`src/rtl/decode_pkg.sv`:
```
// +----------------------------------------------------------------------------+
// | decode_pkg: opcodes, control-bundle types and immediate helper for ID      |
// | Rev 1.0                                                                    |
// +----------------------------------------------------------------------------+
`default_nettype none

package decode_pkg;

  localparam logic [6:0] OP_R      = 7'b0110011;
  localparam logic [6:0] OP_I      = 7'b0010011;
  localparam logic [6:0] OP_LOAD   = 7'b0000011;
  localparam logic [6:0] OP_STORE  = 7'b0100011;
  localparam logic [6:0] OP_BRANCH = 7'b1100011;
  localparam logic [6:0] OP_JAL    = 7'b1101111;
  localparam logic [6:0] OP_JALR   = 7'b1100111;
  localparam logic [6:0] OP_LUI    = 7'b0110111;
  localparam logic [6:0] OP_AUIPC  = 7'b0010111;

  typedef enum logic [1:0] {
    ALU_ADD    = 2'b00,
    ALU_BRANCH = 2'b01,
    ALU_RTYPE  = 2'b10,
    ALU_ITYPE  = 2'b11
  } alu_op_t;

  typedef enum logic [1:0] {
    A_RS1  = 2'b00,
    A_PC   = 2'b01,
    A_ZERO = 2'b10
  } a_sel_t;

  typedef enum logic [1:0] {
    WB_ALU = 2'b00,
    WB_MEM = 2'b01,
    WB_PC4 = 2'b10
  } wb_sel_t;

  typedef enum logic [2:0] {
    IMM_NONE = 3'd0,
    IMM_I    = 3'd1,
    IMM_S    = 3'd2,
    IMM_B    = 3'd3,
    IMM_U    = 3'd4,
    IMM_J    = 3'd5
  } imm_fmt_t;

  typedef struct packed {
    logic    reg_write;
    logic    mem_read;
    logic    mem_write;
    logic    branch;
    logic    jump;
    logic    alu_src;
    a_sel_t  a_sel;
    wb_sel_t wb_sel;
    alu_op_t alu_op;
  } ctrl_t;

  localparam ctrl_t CTRL_NOP = '0;

  typedef struct packed {
    logic [31:0] pc;
    logic [31:0] rs1_data;
    logic [31:0] rs2_data;
    logic [31:0] imm;
    logic [4:0]  rs1;
    logic [4:0]  rs2;
    logic [4:0]  rd;
    logic [2:0]  funct3;
    logic        funct7b5;
    ctrl_t       ctrl;
    logic        illegal;
  } id_ex_t;

  localparam id_ex_t ID_EX_BUBBLE = '0;

  function automatic logic [31:0] gen_imm(input imm_fmt_t fmt, input logic [31:0] ins);
    case (fmt)
      IMM_I:   return {{20{ins[31]}}, ins[31:20]};
      IMM_S:   return {{20{ins[31]}}, ins[31:25], ins[11:7]};
      IMM_B:   return {{19{ins[31]}}, ins[31], ins[7], ins[30:25], ins[11:8], 1'b0};
      IMM_U:   return {ins[31:12], 12'b0};
      IMM_J:   return {{11{ins[31]}}, ins[31], ins[19:12], ins[20], ins[30:21], 1'b0};
      default: return 32'd0;
    endcase
  endfunction

endpackage

`default_nettype wire

```
`src/rtl/reg_file.sv`:
```
// +----------------------------------------------------------------------------+
// | reg_file: 32-entry 2R1W register file, x0 hardwired, optional WB bypass    |
// | Rev 1.0                                                                    |
// +----------------------------------------------------------------------------+
`default_nettype none

module reg_file #(
  parameter int XLEN      = 32,
  parameter int BYPASS_EN = 1
) (
  input  logic            clk,
  input  logic            rst,
  input  logic [4:0]      rs1_addr,
  input  logic [4:0]      rs2_addr,
  output logic [XLEN-1:0] rs1_data,
  output logic [XLEN-1:0] rs2_data,
  input  logic            we,
  input  logic [4:0]      rd_addr,
  input  logic [XLEN-1:0] rd_data
);

  localparam bit BYP = (BYPASS_EN != 0);

  logic [XLEN-1:0] regs_q [32];
  logic [XLEN-1:0] regs_d [32];

  always_comb begin
    regs_d = regs_q;
    if (we && rd_addr != 5'd0) regs_d[rd_addr] = rd_data;
  end

  always_ff @(posedge clk or posedge rst) begin
    if (rst) begin
      for (int i = 0; i < 32; i++) regs_q[i] <= '0;
    end else begin
      regs_q <= regs_d;
    end
  end

  // Bypass makes a same-cycle writeback visible before it lands in the array.
  always_comb begin
    rs1_data = regs_q[rs1_addr];
    if (rs1_addr == 5'd0)                        rs1_data = '0;
    else if (BYP && we && rd_addr == rs1_addr)   rs1_data = rd_data;
  end

  always_comb begin
    rs2_data = regs_q[rs2_addr];
    if (rs2_addr == 5'd0)                        rs2_data = '0;
    else if (BYP && we && rd_addr == rs2_addr)   rs2_data = rd_data;
  end

endmodule

`default_nettype wire

```
`src/rtl/decode_stage.sv`:
```
// +----------------------------------------------------------------------------+
// | decode_stage: RV32I ID stage - decode, regfile read, load-use stall, ID/EX |
// | Rev 1.0                                                                    |
// +----------------------------------------------------------------------------+
`default_nettype none

module decode_stage
  import decode_pkg::*;
#(
  parameter int XLEN      = 32,
  parameter int BYPASS_EN = 1
) (
  input  logic            clk,
  input  logic            rst,
  input  logic [31:0]     pc_in,
  input  logic [31:0]     instruction_in,
  input  logic            flush,
  input  logic            wb_we,
  input  logic [4:0]      wb_rd,
  input  logic [XLEN-1:0] wb_data,
  output logic            stall,
  output logic [31:0]     id_ex_pc,
  output logic [XLEN-1:0] id_ex_rs1_data,
  output logic [XLEN-1:0] id_ex_rs2_data,
  output logic [31:0]     id_ex_imm,
  output logic [4:0]      id_ex_rs1,
  output logic [4:0]      id_ex_rs2,
  output logic [4:0]      id_ex_rd,
  output logic [2:0]      id_ex_funct3,
  output logic            id_ex_funct7b5,
  output ctrl_t           id_ex_ctrl,
  output logic            id_ex_illegal
);

  logic [6:0]      opcode;
  logic [4:0]      rs1;
  logic [4:0]      rs2;
  logic [4:0]      rd;
  logic [XLEN-1:0] rs1_data;
  logic [XLEN-1:0] rs2_data;
  ctrl_t           ctrl;
  imm_fmt_t        imm_fmt;
  logic            illegal;
  logic            rs1_used;
  logic            rs2_used;
  logic            hz;
  id_ex_t          id_ex_d;
  id_ex_t          id_ex_q;

  assign opcode = instruction_in[6:0];
  assign rd     = instruction_in[11:7];
  assign rs1    = instruction_in[19:15];
  assign rs2    = instruction_in[24:20];

  reg_file #(
    .XLEN      (XLEN),
    .BYPASS_EN (BYPASS_EN)
  ) u_reg_file (
    .clk      (clk),
    .rst      (rst),
    .rs1_addr (rs1),
    .rs2_addr (rs2),
    .rs1_data (rs1_data),
    .rs2_data (rs2_data),
    .we       (wb_we),
    .rd_addr  (wb_rd),
    .rd_data  (wb_data)
  );

  always_comb begin
    ctrl     = CTRL_NOP;
    imm_fmt  = IMM_NONE;
    illegal  = 1'b0;
    rs1_used = 1'b0;
    rs2_used = 1'b0;
    case (opcode)
      OP_R: begin
        ctrl.reg_write = 1'b1;
        ctrl.alu_op    = ALU_RTYPE;
        rs1_used = 1'b1;
        rs2_used = 1'b1;
      end
      OP_I: begin
        ctrl.reg_write = 1'b1;
        ctrl.alu_src   = 1'b1;
        ctrl.alu_op    = ALU_ITYPE;
        imm_fmt  = IMM_I;
        rs1_used = 1'b1;
      end
      OP_LOAD: begin
        ctrl.reg_write = 1'b1;
        ctrl.mem_read  = 1'b1;
        ctrl.alu_src   = 1'b1;
        ctrl.wb_sel    = WB_MEM;
        imm_fmt  = IMM_I;
        rs1_used = 1'b1;
      end
      OP_STORE: begin
        ctrl.mem_write = 1'b1;
        ctrl.alu_src   = 1'b1;
        imm_fmt  = IMM_S;
        rs1_used = 1'b1;
        rs2_used = 1'b1;
      end
      OP_BRANCH: begin
        ctrl.branch = 1'b1;
        ctrl.alu_op = ALU_BRANCH;
        imm_fmt  = IMM_B;
        rs1_used = 1'b1;
        rs2_used = 1'b1;
      end
      OP_JAL: begin
        ctrl.reg_write = 1'b1;
        ctrl.jump      = 1'b1;
        ctrl.alu_src   = 1'b1;
        ctrl.a_sel     = A_PC;
        ctrl.wb_sel    = WB_PC4;
        imm_fmt = IMM_J;
      end
      OP_JALR: begin
        ctrl.reg_write = 1'b1;
        ctrl.jump      = 1'b1;
        ctrl.alu_src   = 1'b1;
        ctrl.a_sel     = A_RS1;
        ctrl.wb_sel    = WB_PC4;
        imm_fmt  = IMM_I;
        rs1_used = 1'b1;
      end
      OP_LUI: begin
        ctrl.reg_write = 1'b1;
        ctrl.alu_src   = 1'b1;
        ctrl.a_sel     = A_ZERO;
        imm_fmt = IMM_U;
      end
      OP_AUIPC: begin
        ctrl.reg_write = 1'b1;
        ctrl.alu_src   = 1'b1;
        ctrl.a_sel     = A_PC;
        imm_fmt = IMM_U;
      end
      default: illegal = 1'b1;
    endcase
  end

  // A wrong-path instruction being flushed must never hold the front end.
  assign hz = id_ex_q.ctrl.mem_read && (id_ex_q.rd != 5'd0) &&
              ((rs1_used && rs1 == id_ex_q.rd) || (rs2_used && rs2 == id_ex_q.rd));
  assign stall = hz && !flush;

  always_comb begin
    id_ex_d = ID_EX_BUBBLE;
    if (!(flush || stall)) begin
      id_ex_d.pc       = pc_in;
      id_ex_d.rs1_data = rs1_data;
      id_ex_d.rs2_data = rs2_data;
      id_ex_d.imm      = gen_imm(imm_fmt, instruction_in);
      id_ex_d.rs1      = rs1;
      id_ex_d.rs2      = rs2;
      id_ex_d.rd       = rd;
      id_ex_d.funct3   = instruction_in[14:12];
      id_ex_d.funct7b5 = instruction_in[30];
      id_ex_d.ctrl     = ctrl;
      id_ex_d.illegal  = illegal;
    end
  end

  always_ff @(posedge clk or posedge rst) begin
    if (rst) id_ex_q <= ID_EX_BUBBLE;
    else     id_ex_q <= id_ex_d;
  end

  assign id_ex_pc       = id_ex_q.pc;
  assign id_ex_rs1_data = id_ex_q.rs1_data;
  assign id_ex_rs2_data = id_ex_q.rs2_data;
  assign id_ex_imm      = id_ex_q.imm;
  assign id_ex_rs1      = id_ex_q.rs1;
  assign id_ex_rs2      = id_ex_q.rs2;
  assign id_ex_rd       = id_ex_q.rd;
  assign id_ex_funct3   = id_ex_q.funct3;
  assign id_ex_funct7b5 = id_ex_q.funct7b5;
  assign id_ex_ctrl     = id_ex_q.ctrl;
  assign id_ex_illegal  = id_ex_q.illegal;

endmodule

`default_nettype wire
```
`config.mk`:
```
export PLATFORM = sky130hd
export DESIGN_NAME = decode_stage
export DESIGN_NICKNAME = d
export VERILOG_FILES = /design/src/rtl/decode_pkg.sv /design/src/rtl/reg_file.sv /design/src/rtl/decode_stage.sv
export SDC_FILE = /design/constraint.sdc
export NUM_CORES = 2
export LEC_CHECK = 0
export CAP_MARGIN = 5
export CORE_ASPECT_RATIO = 1.4
export CORE_UTILIZATION = 55
export CTS_BUF_LIST = sky130_fd_sc_hd__clkbuf_2 sky130_fd_sc_hd__clkbuf_4 sky130_fd_sc_hd__clkbuf_8
export DETAILED_ROUTE_END_ITERATION = 10
export PLACE_DENSITY = 0.73
export RECOVER_POWER = 100
export SETUP_SLACK_MARGIN = 0.02
export SLEW_MARGIN = 0
export SYNTH_ARGS = -nofsm -noshare
export SYNTH_HDL_FRONTEND = slang
export SYNTH_SLANG_ARGS = --single-unit
```
`constraint.sdc`:
```
create_clock -name clk -period 77.4 [get_ports clk]
set_clock_uncertainty 0.05 [all_clocks]
set_input_delay 7.74 -clock clk [delete_from_list [all_inputs] [get_ports clk]]
set_output_delay 7.74 -clock clk [all_outputs]
set_load 0.05 [all_outputs]
```
==> images/layers.png <==
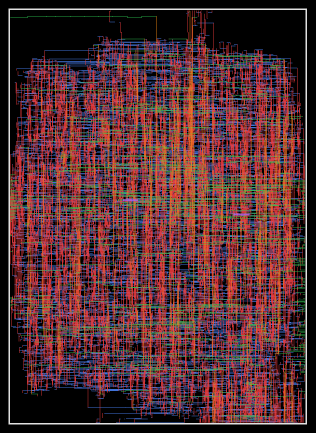
Key: M1 = blue [wire length 68.0 mm]; M4 = orange [wire length 11200 um]; M5 = purple [wire length 26.7 um]; M2 = red [wire length 88.8 mm]; M3 = green [wire length 13600 um]

==> images/congestion_map.png <==
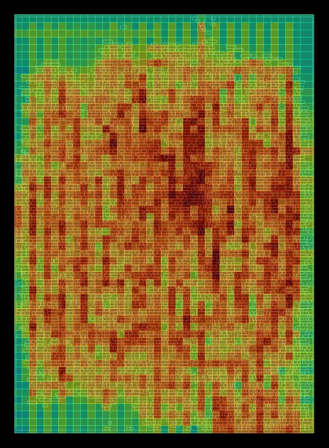
grt met1 use: 43.0%
WL/cell: 31.6 um

==> job_summary.md <==
### Yosys + OpenROAD results

| Metric | Value |
|---|---|
| Final slew viol count | 2380 |
| Adder Share, Synth | 0% |
| CP most frequent cell | clkbuf_1 |
| Initial antenna violation count | 10 |
| Syn_nets | 4149 |
| Die Y | 394 um |
| Mux cell area share | 39.6% |
| Max Cap Viol | 69 |
| FP Rows | 143 |
| Total GRT Usage | 33.6% |
| Crit path launch type | input port |
| Synth Seq Share | 49.1% |
| Chip area line of the yosys report | 0.0603 mm^2 |
| Pre-Repair DR Iteration Count | 5 |
| Fin nets | 4251 |
| Worst EP required | 77.52 ns |
| Number of global-route vias before repair | 40.3k |
| TritonCTS clock tree | yes |
| Gate count of the mapped netlist | 4044 |
| Post-DP HPWL | 107 mm |
| Post-synth EDFFs | 0 |
| Hold Crit Depth | 0 |
| Core box area | 0.109 mm^2 |
| Crit path buffers/inverters | 6 |
| Sinks on Clock Net | 1183 |
| VDD IR max | 17.1 uV |
| Yosys simple share | 3.68% |
| Worst setup slack after layout | 55.07 ns |
| CP Class | in -> async |
| Levels on crit path | 6 |
| Placer Congestion | 0.900 |
| Dpl cells | 5409 |
| CTS max path bufs | 3 |
| Met2 usage | 53.2% |
| Cell Area, Placed | 0.0638 mm^2 |
| Yosys top cell by area | dfrtp_1 |
| First-pass GRT wire length | 269 mm |
| Failing checks | max-capacitance violations, max-slew violations |
| Most numerous logic cells after layout | dfrtp_1 (1183), mux2_2 (997), mux4_2 (532), clkbuf_8 (246), dlygate4sd3_1 (165) |
| DR iter-0 viols | 3700 |
| Outcome | finished, violations left |
| # hold bufs at CTS | 0 |
| Area grow syn2layout | 12.0% |
| Final setup viols | 0 |
| Setup TNS | 0 ns |
| Worst skew pair latency | 0.92 ns |
| CTS clk-pin slew, worst paths | 0.06 ns |
==> images/m2.png <==
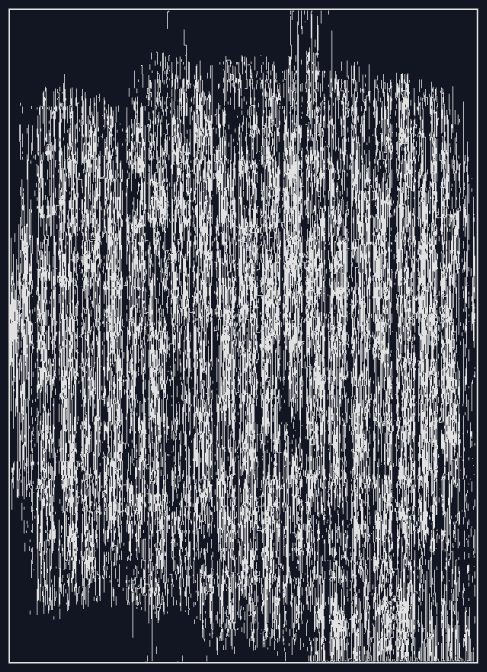
The layer carries 88.8 mm of wire. 3822 nets have wire on it. The layer holds 49% of the routed length. The wires run mostly vertical. The longest straight run is 136 um.

==> images/util_map.png <==
28 x 39 tiles, from white (low) to dark blue (high), 0 to 100% covered.
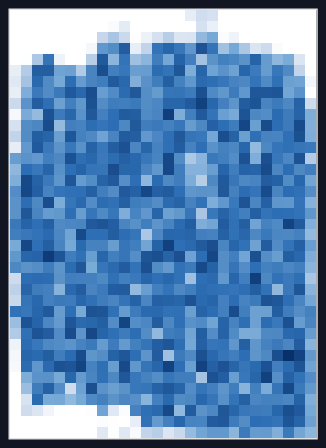
10% of the tiles are nearly empty. The mean over all tiles is 59%. The fullest tile reaches 100%. 29% of the tiles are over 75% full.

power by group:
part / switching, mW / internal [mW]
Clock: 0.254 / 0.331
Combinational: 0.146 / 0.202
Sequential: 0.0764 / 0.726
flip-flops by register name, summed over array words and instances (netlist names), 11 cells and up:
register           cells
u_reg_file.regs_q   1024
id_ex_imm             32
id_ex_pc              32
id_ex_rs1_data        32
id_ex_rs2_data        32
id_ex_ctrl            11
logic make-up after synthesis:
family / count (synthesis)
xor gates and xnor gates: 20
DFF: 1183
muxes: 1594
and+or+nand+nor: 453
AOI/OAI and AO/OA: 337
buffers and inverters: 457
final cells by class:
| class | instances | area [um^2] |
|---|---|---|
| diodes | 5 | 12.5 |
| clock buffers | 305 | 3820 |
| clock inverters | 29 | 323 |
| fillers | 8269 | 41100 |
| inverters | 5 | 20.0 |
| multi-input cells | 2404 | 28700 |
| flip-flops and latches | 1183 | 29600 |
| well taps | 1450 | 1810 |
| repair buffers | 367 | 3270 |
Yosys cell counts, types with 3 or more instances:
cell type / count
dfrtp_1: 1183
a22oi_1: 59
and3b_1: 3
buf_2: 124
nand3_1: 11
mux2_2: 997
a21oi_1: 66
and3_1: 5
nor3_1: 75
buf_4: 33
a211oi_1: 94
clkbuf_1: 233
buf_6: 10
o21ai_0: 37
mux2i_1: 65
nand3b_1: 5
mux4_2: 532
xor2_1: 13
and2_1: 53
inv_1: 4
nor2_1: 146
a221oi_1: 3
nor3b_1: 10
buf_1: 52
nor2b_1: 50
xnor2_1: 7
nand2_1: 77
nor4_1: 5
a22o_1: 63
per-layer routing:
| metal | vias to the layer above | part of all wire [%] |
|---|---|---|
| met2 | 1867 | 49 |
| met3 | 586 | 7.5 |
| li1 | 15600 | - |
| met5 | - | 0.014 |
| met1 | 20700 | 37 |
| met4 | 4 | 6.2 |
worst min-delay path by stage:
stage | from | slack (ns) | to
4_1_cts | u_reg_file.regs_q[1011] | 0.35 | u_reg_file.regs_q[1011]
2_1_floorplan | u_reg_file.regs_q[1000] | 0.39 | u_reg_file.regs_q[1000]
6_report | u_reg_file.regs_q[1004] | 0.34 | u_reg_file.regs_q[1004]
5_1_grt | u_reg_file.regs_q[995] | 0.36 | u_reg_file.regs_q[995]
3_3_place_gp | u_reg_file.regs_q[997] | 0.33 | u_reg_file.regs_q[997]
3_5_place_dp | u_reg_file.regs_q[1022] | 0.33 | u_reg_file.regs_q[1022]
stage by stage:
stage | total power, mW | util, %
2_1_floorplan | 1.07 | -
3_3_place_gp | 1.15 | 58.7
3_5_place_dp | 1.16 | 58.7
4_1_cts | 1.74 | 62.5
5_1_grt | 1.81 | 62.2
6_report | 1.74 | 62.2
Power is estimated from default activity; no workload was simulated.
